$ cat config.mk
export PLATFORM = sky130hd
export DESIGN_NAME = accum_alu_stage_flat
export DESIGN_NICKNAME = d
export VERILOG_FILES = /design/src/rtl/alu_pkg.sv /design/src/rtl/accum_alu_stage_if.sv /design/src/rtl/alu_core.sv /design/src/rtl/accum_alu_stage.sv /design/src/flat_wrapper.sv
export SDC_FILE = /design/constraint.sdc
export NUM_CORES = 1
export LEC_CHECK = 0
export CORE_MARGIN = 2
export CORE_UTILIZATION = 35
export DETAILED_ROUTE_END_ITERATION = 7
export GPL_TIMING_DRIVEN = 0
export PLACE_DENSITY_LB_ADDON = 0.1
export SYNTH_ARGS = -nofsm -noshare
export SYNTH_HDL_FRONTEND = slang
export SYNTH_SLANG_ARGS = --single-unit
export TNS_END_PERCENT = 20
$ cat constraint.sdc
create_clock -name clk -period 3.7 [get_ports clk]
set_clock_uncertainty 0.15 [all_clocks]
set_input_delay 0.74 -clock clk [delete_from_list [all_inputs] [get_ports clk]]
set_output_delay 0.74 -clock clk [all_outputs]
set_load 0.01 [all_outputs]
$ cat src/rtl/alu_pkg.sv
// Shared definitions for the accumulator ALU stage: op codes and FSM states.
// Latency: none (definitions only).
// Backpressure: not applicable.
package alu_pkg;

    // Operation select carried on cmd_op.
    typedef logic [2:0] op_t;

    localparam op_t OP_ZERO  = 3'd0;  // F = 0
    localparam op_t OP_BSUBA = 3'd1;  // F = B - A
    localparam op_t OP_ASUBB = 3'd2;  // F = A - B
    localparam op_t OP_ADD   = 3'd3;  // F = A + B
    localparam op_t OP_XOR   = 3'd4;  // F = A ^ B
    localparam op_t OP_OR    = 3'd5;  // F = A | B
    localparam op_t OP_AND   = 3'd6;  // F = A & B
    localparam op_t OP_ONES  = 3'd7;  // F = all ones

    // Stage sequencer states, kept as plain constants so older blocks can share them.
    typedef logic [1:0] state_t;

    localparam state_t ST_IDLE = 2'd0;  // waiting for a command
    localparam state_t ST_EXEC = 2'd1;  // computing F, updating ACC
    localparam state_t ST_HOLD = 2'd2;  // result presented until consumed

endpackage

$ cat src/rtl/accum_alu_stage_if.sv
// Command/result handshake bundle between a producer/consumer and the ALU stage.
// Latency: none (wiring only).
// Backpressure: cmd side valid/ready, result side valid/ready.
interface accum_alu_stage_if #(
    parameter int DATA_W = 4
);
    import alu_pkg::*;

    logic              cmd_valid;
    logic              cmd_ready;
    op_t               cmd_op;
    logic [DATA_W-1:0] cmd_data;

    logic              res_valid;
    logic              res_ready;
    logic [DATA_W-1:0] res_data;
    logic              res_carry;
    logic              res_zero;

    // Side that issues commands and consumes results.
    modport master (
        output cmd_valid, cmd_op, cmd_data, res_ready,
        input  cmd_ready, res_valid, res_data, res_carry, res_zero
    );

    // The ALU stage itself.
    modport slave (
        input  cmd_valid, cmd_op, cmd_data, res_ready,
        output cmd_ready, res_valid, res_data, res_carry, res_zero
    );

endinterface

$ cat src/rtl/alu_core.sv
// Combinational ALU: F(op, A, B) plus carry/borrow flag, modulo 2^DATA_W.
// Latency: 0 cycles (pure combinational).
// Backpressure: none; evaluated continuously from its inputs.
module alu_core
    import alu_pkg::*;
#(
    parameter int DATA_W = 4
) (
    input  op_t               op_i,
    input  logic [DATA_W-1:0] a_i,
    input  logic [DATA_W-1:0] b_i,
    output logic [DATA_W-1:0] f_o,
    output logic              carry_o
);

    logic [DATA_W:0] sum;

    assign sum = {1'b0, a_i} + {1'b0, b_i};

    // Select result and flag; subtract borrow is the unsigned compare of the operands.
    always_comb begin
        f_o     = '0;
        carry_o = 1'b0;
        case (op_i)
            OP_ZERO: f_o = '0;
            OP_BSUBA: begin
                f_o     = b_i - a_i;
                carry_o = (b_i < a_i);
            end
            OP_ASUBB: begin
                f_o     = a_i - b_i;
                carry_o = (a_i < b_i);
            end
            OP_ADD: begin
                f_o     = sum[DATA_W-1:0];
                carry_o = sum[DATA_W];
            end
            OP_XOR:  f_o = a_i ^ b_i;
            OP_OR:   f_o = a_i | b_i;
            OP_AND:  f_o = a_i & b_i;
            OP_ONES: f_o = '1;
            default: f_o = '0;
        endcase
    end

endmodule

$ cat src/rtl/accum_alu_stage.sv
// Accumulator ALU stage: ACC <= F(op, ACC, B) per accepted command; ACC is also the result. Optional carry counter under ACCUM_OVF_CNT_EN.
// Latency: result valid after the second clock edge counting the accepting edge (accept -> EXEC -> HOLD).
// Backpressure: result held in HOLD until res_ready; a new command is accepted in the same cycle the result is taken.
module accum_alu_stage
    import alu_pkg::*;
#(
    parameter int DATA_W = 4
) (
    input  logic               clk,
    input  logic               clr,
    accum_alu_stage_if.slave   bus,
    output logic [7:0]         ovf_cnt
);

    state_t            state_q, state_d;
    op_t               op_q;
    logic [DATA_W-1:0] b_q;
    logic [DATA_W-1:0] acc_q;
    logic              carry_q;
    logic              zero_q;

    logic              cmd_fire;
    logic [DATA_W-1:0] alu_f;
    logic              alu_carry;

    alu_core #(
        .DATA_W (DATA_W)
    ) u_alu_core (
        .op_i    (op_q),
        .a_i     (acc_q),
        .b_i     (b_q),
        .f_o     (alu_f),
        .carry_o (alu_carry)
    );

    // A slot opens when idle, or when the held result leaves this cycle.
    assign bus.cmd_ready = (state_q == ST_IDLE) || ((state_q == ST_HOLD) && bus.res_ready);
    assign cmd_fire      = bus.cmd_valid && bus.cmd_ready;

    // The accumulator is the result register; flags travel with it.
    assign bus.res_valid = (state_q == ST_HOLD);
    assign bus.res_data  = acc_q;
    assign bus.res_carry = carry_q;
    assign bus.res_zero  = zero_q;

    // Next-state sequencing: accept -> execute -> hold until consumed.
    always_comb begin
        state_d = state_q;
        case (state_q)
            ST_IDLE: if (cmd_fire) state_d = ST_EXEC;
            ST_EXEC: state_d = ST_HOLD;
            ST_HOLD: begin
                if (bus.res_ready) state_d = bus.cmd_valid ? ST_EXEC : ST_IDLE;
            end
            default: state_d = ST_IDLE;
        endcase
    end

    // State register; reset drops any in-flight command or held result.
    always_ff @(posedge clk or negedge clr) begin
        if (!clr) state_q <= ST_IDLE;
        else      state_q <= state_d;
    end

    // Capture the operands only on an accepted command.
    always_ff @(posedge clk or negedge clr) begin
        if (!clr) begin
            op_q <= OP_ZERO;
            b_q  <= '0;
        end else if (cmd_fire) begin
            op_q <= bus.cmd_op;
            b_q  <= bus.cmd_data;
        end
    end

    // ACC and flags update only while executing, so the held result stays stable.
    always_ff @(posedge clk or negedge clr) begin
        if (!clr) begin
            acc_q   <= '0;
            carry_q <= 1'b0;
            zero_q  <= 1'b0;
        end else if (state_q == ST_EXEC) begin
            acc_q   <= alu_f;
            carry_q <= alu_carry;
            zero_q  <= (alu_f == '0);
        end
    end

`ifdef ACCUM_OVF_CNT_EN
    logic [7:0] ovf_q;

    // Count executions that produced a carry/borrow, sticking at the top value.
    always_ff @(posedge clk or negedge clr) begin
        if (!clr) ovf_q <= 8'd0;
        else if ((state_q == ST_EXEC) && alu_carry && (ovf_q != 8'hFF))
            ovf_q <= ovf_q + 8'd1;
    end

    assign ovf_cnt = ovf_q;
`else
    assign ovf_cnt = 8'd0;
`endif

endmodule

$ cat src/flat_wrapper.sv
// flat-port wrapper written by rule: the top's interface ports become plain ports
module accum_alu_stage_flat import alu_pkg::*;
#(
    parameter int DATA_W = 4
)
  (clk, clr, ovf_cnt, bus_cmd_valid, bus_cmd_op, bus_cmd_data, bus_res_ready, bus_cmd_ready, bus_res_valid, bus_res_data, bus_res_carry, bus_res_zero);
  accum_alu_stage_if #(.DATA_W(DATA_W)) bus_i ();
  input  logic clk;
  input  logic clr;
  output logic [7:0] ovf_cnt;
  input wire logic [$bits(bus_i.cmd_valid)-1:0] bus_cmd_valid;
  input wire logic [$bits(bus_i.cmd_op)-1:0] bus_cmd_op;
  input wire logic [$bits(bus_i.cmd_data)-1:0] bus_cmd_data;
  input wire logic [$bits(bus_i.res_ready)-1:0] bus_res_ready;
  output wire logic [$bits(bus_i.cmd_ready)-1:0] bus_cmd_ready;
  output wire logic [$bits(bus_i.res_valid)-1:0] bus_res_valid;
  output wire logic [$bits(bus_i.res_data)-1:0] bus_res_data;
  output wire logic [$bits(bus_i.res_carry)-1:0] bus_res_carry;
  output wire logic [$bits(bus_i.res_zero)-1:0] bus_res_zero;
  assign bus_i.cmd_valid = bus_cmd_valid;
  assign bus_i.cmd_op = bus_cmd_op;
  assign bus_i.cmd_data = bus_cmd_data;
  assign bus_i.res_ready = bus_res_ready;
  assign bus_cmd_ready = bus_i.cmd_ready;
  assign bus_res_valid = bus_i.res_valid;
  assign bus_res_data = bus_i.res_data;
  assign bus_res_carry = bus_i.res_carry;
  assign bus_res_zero = bus_i.res_zero;
  accum_alu_stage #(.DATA_W(DATA_W)) u_core (.clk(clk), .clr(clr), .bus(bus_i), .ovf_cnt(ovf_cnt));
endmodule
Floorplan with the power grid:
Drawn at 8 px/micron. Pins as bars on the die edge. Tap cells in grey.
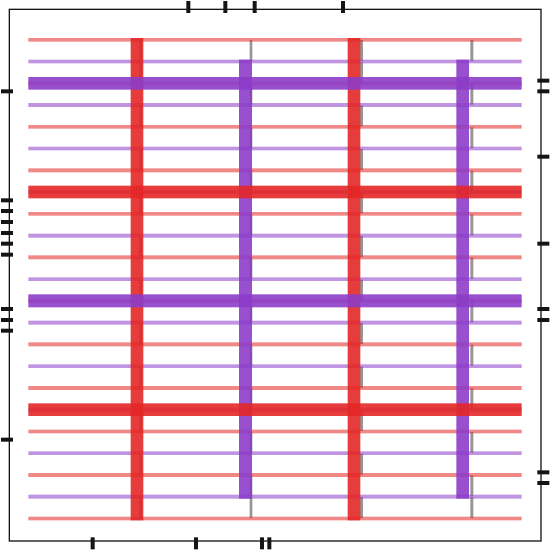
legend:
  VSS:
    colour: red
  VDD:
    colour: purple
tap cells: 48
met5 straps: 4
floorplan core area: 3690 sq um
Chip Width: 66.3 microns
worst supply voltage drop on vdd: 0.322 mV
die height: 66.3 microns

==> results.toml <==
# generated from flow reports
[finish]
n_fill_cell = 389
nClkBuffers = 4
n_antenna_cell = 0
post_layout_nonfiller_instances = 220
final_net_count = 203
non_clock_buffer_instance_count_of_the_final_layout = 32
layout.nonclk_buf_frac = 0.166
regArea_sq_um = 375
share_of_layout_cells_above_drive_strength_1 = 0.180

[setup_path]
worst_r2r_path_depth = 7
cp_common_cell = "sky130_fd_sc_hd__clkdlybuf4s50_1"
reg2reg_from = "u_core.bus.res_data[1]"
critPathCapture = "bus_cmd_ready"
regToRegSetupSlack_ns = 1.25
crit_path_top_delay_cell = "sky130_fd_sc_hd__clkdlybuf4s50_1"
max_stage_delay_ns = 0.57
critPathLaunch = "bus_res_ready"

[floorplan]
floorplan.initialDensity = 0.368
io-pin-count = 27

[power_and_ir_drop]
reported_leakage_power_nw = 0.770
internal-power_w = 0.000666
power.clock.total_w = 0.000135
p_comb_w = 0.000757

[placed_design]
dp_hpwl_microns = 2400

[detailed_routing]
dr.max_layer_used = "met4"
dr_wl_met3_microns = 112
count_of_antenna_violating_nets_left_after_detailed_routing = 0
detailedRoute.firstPassIterationCount = 4
detail_route.vias_per_cell = 4.80
num_vias = 1057
dr_wl_met2_microns = 1420

[min_path]
min_path_type = "reg -> reg"

[run_status]
run_status = "finished, final reports clean"

[timing]
post-route-min-period_ns = 2.87
tns_ns = 0
setup_ws_ns = 0.826

[clocking]
numCtsBuffers = 3
ctsRootBufferMaster = "sky130_fd_sc_hd__clkbuf_8"

[global_routing]
met2_usage = 0.274

[yosys]
yosysWarningCount = 0
avgSynthCellArea_sq_um = 9.49
ys.flops = 15

[job]
maxCapViolations = 0
log.warning_count = 38
Placed cells, one colour a class:
Drawn at 8 px/micron. Fill, decap, tap and diode cells in grey.
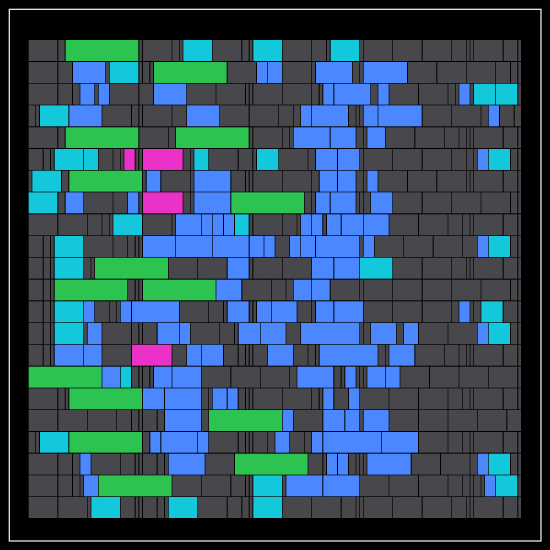
legend:
  other buffers and delay cells:
    colour: cyan
    cells: 32
  flip-flops:
    colour: green
    cells: 15
  all other logic:
    colour: blue
    cells: 121
  clock drivers and dummy loads:
    colour: magenta
    cells: 4
cell area after layout: 1670 sq um
core occupancy in the finished layout: 0.453
flip-flop and latch share of the layout cell area: 0.225
Row Count: 22

